Fig. 1: routing congestion
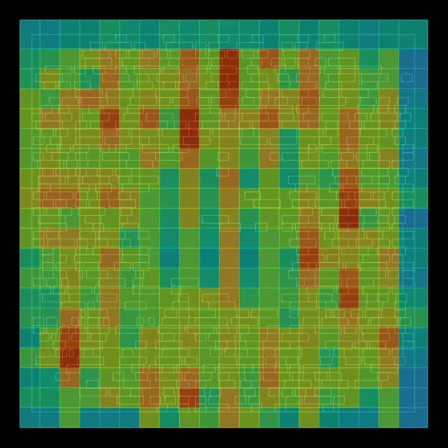
Fig. 2: routed metal per tile
Scale bar: 50 um. 28 x 28 tiles, from black (low) to pale yellow (high), scaled to the fullest tile. Values are wire area over tile area, all layers added.
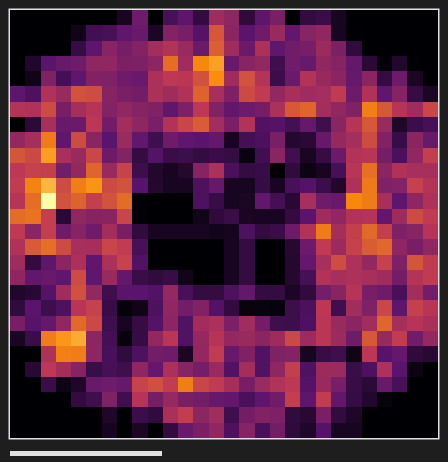
Fig. 3: cell density map
Scale bar: 50 um. 14 x 14 tiles, from black (low) to pale yellow (high), 0 to 100% covered.
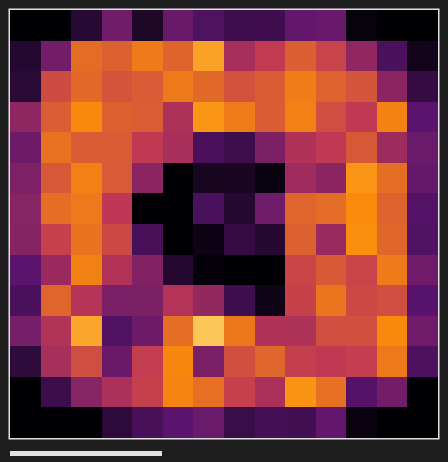
Fig. 4: metal 2
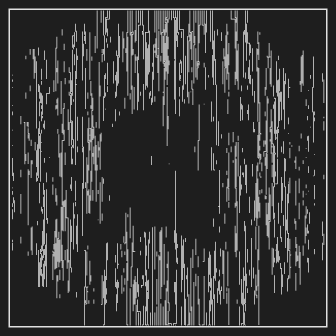
Fig. 5: met1 routing
Scale bar: 50 um.
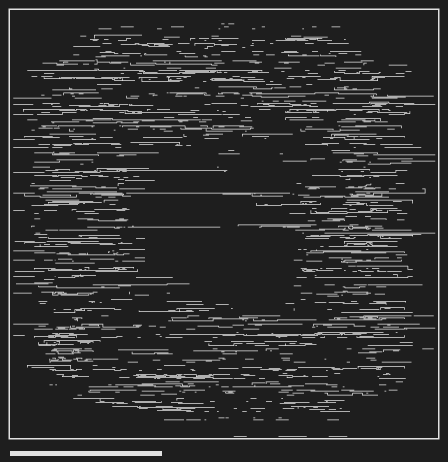
File: src/rtl/dl_stream_demux4.sv
// Packet-aware 1-to-4 valid/ready demultiplexer with one registered slot per destination.
// The destination tag is latched on a packet's head beat and held until its last beat.
module dl_stream_demux4 #(
  parameter int unsigned NUM_BITS = 32
) (
  input  logic                clk,
  input  logic                rst,
  input  logic [NUM_BITS-1:0] in_data,
  input  logic [1:0]          in_sel,
  input  logic                in_last,
  input  logic                in_valid,
  output logic                in_ready,
  output logic [NUM_BITS-1:0] out_data0,
  output logic [NUM_BITS-1:0] out_data1,
  output logic [NUM_BITS-1:0] out_data2,
  output logic [NUM_BITS-1:0] out_data3,
  output logic [3:0]          out_last,
  output logic [3:0]          out_valid,
  input  logic [3:0]          out_ready,
  output logic                pkt_active
);

  localparam int unsigned NUM_DEST = 4;

  typedef enum logic {
    IDLE   = 1'b0,
    LOCKED = 1'b1
  } state_e;

  state_e              state_q, state_d;
  logic [1:0]          lock_sel_q, lock_sel_d;
  logic [1:0]          dest;
  logic                acc;
  logic [NUM_DEST-1:0] full_q;
  logic [NUM_DEST-1:0] last_q;
  logic [NUM_BITS-1:0] data_q [NUM_DEST];

  // State and locked destination register
  always_ff @(posedge clk or posedge rst) begin
    if (rst) begin
      state_q    <= IDLE;
      lock_sel_q <= 2'b00;
    end else begin
      state_q    <= state_d;
      lock_sel_q <= lock_sel_d;
    end
  end

  // Destination select, input handshake and next state
  always_comb begin
    state_d    = state_q;
    lock_sel_d = lock_sel_q;
    dest       = in_sel;
    in_ready   = 1'b0;
    acc        = 1'b0;

    case (state_q)
      IDLE:    dest = in_sel;
      LOCKED:  dest = lock_sel_q;
      default: dest = in_sel;
    endcase

    // A full slot still accepts when it is being drained in the same cycle
    in_ready = !rst && (!full_q[dest] || out_ready[dest]);
    acc      = in_valid && in_ready;

    case (state_q)
      IDLE: begin
        if (acc && !in_last) begin
          state_d    = LOCKED;
          lock_sel_d = in_sel;
        end
      end
      LOCKED: begin
        if (acc && in_last) begin
          state_d = IDLE;
        end
      end
      default: state_d = IDLE;
    endcase
  end

  // Per-destination output slots; load takes priority over pop
  always_ff @(posedge clk or posedge rst) begin
    if (rst) begin
      full_q <= '0;
      last_q <= '0;
      for (int i = 0; i < NUM_DEST; i++) begin
        data_q[i] <= '0;
      end
    end else begin
      for (int i = 0; i < NUM_DEST; i++) begin
        if (acc && (dest == 2'(i))) begin
          data_q[i] <= in_data;
          last_q[i] <= in_last;
          full_q[i] <= 1'b1;
        end else if (full_q[i] && out_ready[i]) begin
          full_q[i] <= 1'b0;
        end
      end
    end
  end

  assign out_valid  = full_q;
  assign out_last   = last_q;
  assign out_data0  = data_q[0];
  assign out_data1  = data_q[1];
  assign out_data2  = data_q[2];
  assign out_data3  = data_q[3];
  assign pkt_active = (state_q == LOCKED);

endmodule

File: config.mk
export PLATFORM = sky130hd
export DESIGN_NAME = dl_stream_demux4
export DESIGN_NICKNAME = d
export VERILOG_FILES = /design/src/rtl/dl_stream_demux4.sv
export SDC_FILE = /design/constraint.sdc
export NUM_CORES = 1
export LEC_CHECK = 0
export CAP_MARGIN = 30
export CELL_PAD_IN_SITES_DETAIL_PLACEMENT = 1
export CELL_PAD_IN_SITES_GLOBAL_PLACEMENT = 2
export CORE_MARGIN = 4
export CORE_UTILIZATION = 32
export DETAILED_ROUTE_END_ITERATION = 12
export HOLD_SLACK_MARGIN = 0.06
export PLACE_DENSITY = 0.82
export SLEW_MARGIN = 40
export SYNTH_ARGS = -nofsm -noshare
export SYNTH_HDL_FRONTEND = slang
export SYNTH_SLANG_ARGS = --single-unit
File: constraint.sdc
create_clock -name clk -period 5.3 [get_ports clk]
set_input_delay 1.06 -clock clk [delete_from_list [all_inputs] [get_ports clk]]
set_output_delay 1.06 -clock clk [all_outputs]
set_load 0.03 [all_outputs]
==> results.txt <==
Notes on the flow run.

- The post-layout instance count excluding filler cells is 751, for reference.
- The overall die area is 0.0199 mm^2, for reference.
- After synthesis, the netlist uses 23 different library cells.
- The worst-case headroom to the max-slew limit is 54.6%, for reference.
- The global-route met1 utilization is 19.6%, for reference.
- The fraction of cell area in multi-input combinational cells is reported as 24.5%.
- The part of the total power dissipated in sequential elements is 31.5%, for reference.
- The yosys stat chip area is 0.00567 mm^2, for reference.
- The internal power is 3.71 mW, for reference.
- Detailed placement finished with a half-perimeter wire length of 10600 um.
- According to the cell report, the number of logic gates is 165.
- The final setup slack of the worst path is 0.936 ns, for reference.
- The average wire length per cell after detail routing is 19.7 um, for reference.
- The kind of start point of the critical path is a primary input, for reference.
- The largest net degree at the start of global routing is 75, for reference.
- The initial antenna violation count is 0, for reference.
- Registers represent a cell area share of 41.9%.
- Of all nets on the critical path, the largest fanout is 8.
- The violation count after the first detailed-routing iteration is 120, for reference.
- The number of filler cells placed in the layout is 1684, for reference.
- Ranking logic cells in the layout by count gives the top entries clkdlybuf4s50_1 (179), dfrtp_1 (139), mux2_4 (60).
- The run finished with clean final reports.
- The number of core rows is 48, for reference.
- The share of the yosys chip area belonging to registers is 61.4%, for reference.
- The fraction of layout instances using a drive strength above 1 is 30.8%, for reference.
- The maximum single-stage delay on the critical path is 0.68 ns, for reference.
- The count of cells along the worst hold path is 1, for reference.
- The number of nets in the finished design is 555, for reference.
- The final route contains 3452 vias.
- The placed cell count is 719, for reference.
- The worst-case clock skew is 0.00822 ns, for reference.
- The OpenROAD warning count is 26, for reference.
- The static leakage power is 3.68 nW, for reference.
- The final timing report counts setup violations totalling 0.
- Ranked by power, first place goes to combinational logic.
- The flip-flop and latch power is 1.91 mW, for reference.
- The switching portion of total power comes to 38.9%.
- The final layout contains routed wiring with a total length of 14800 um.
- Per the detail_route report, DRC violations left total 0.
- The accumulated negative setup slack is 0 ns, for reference.
## Picture notes: Fig. 1
peak-usage layer in the global routing report: met2
total routing resource utilization after global routing: 15.4%

## Picture notes: Fig. 2
nearly empty tiles: 14%
emptiest ninth of the die: middle
tiles over half the peak: 14%
mean over tiles: 0.12
fullest tile: 0.41

## Picture notes: Fig. 3
emptiest ninth of the die: middle
fullest tile: 88%
nearly empty tiles: 9.2%

## Picture notes: Fig. 4
nets with wire on the layer: 541
longest straight run: 43.7 um
share of all routed wire: 49%

## Picture notes: Fig. 5
share of all routed wire: 43%
wire length on this layer: 6410 um
nets with wire on the layer: 494

Power and IR drop assume default switching activity.
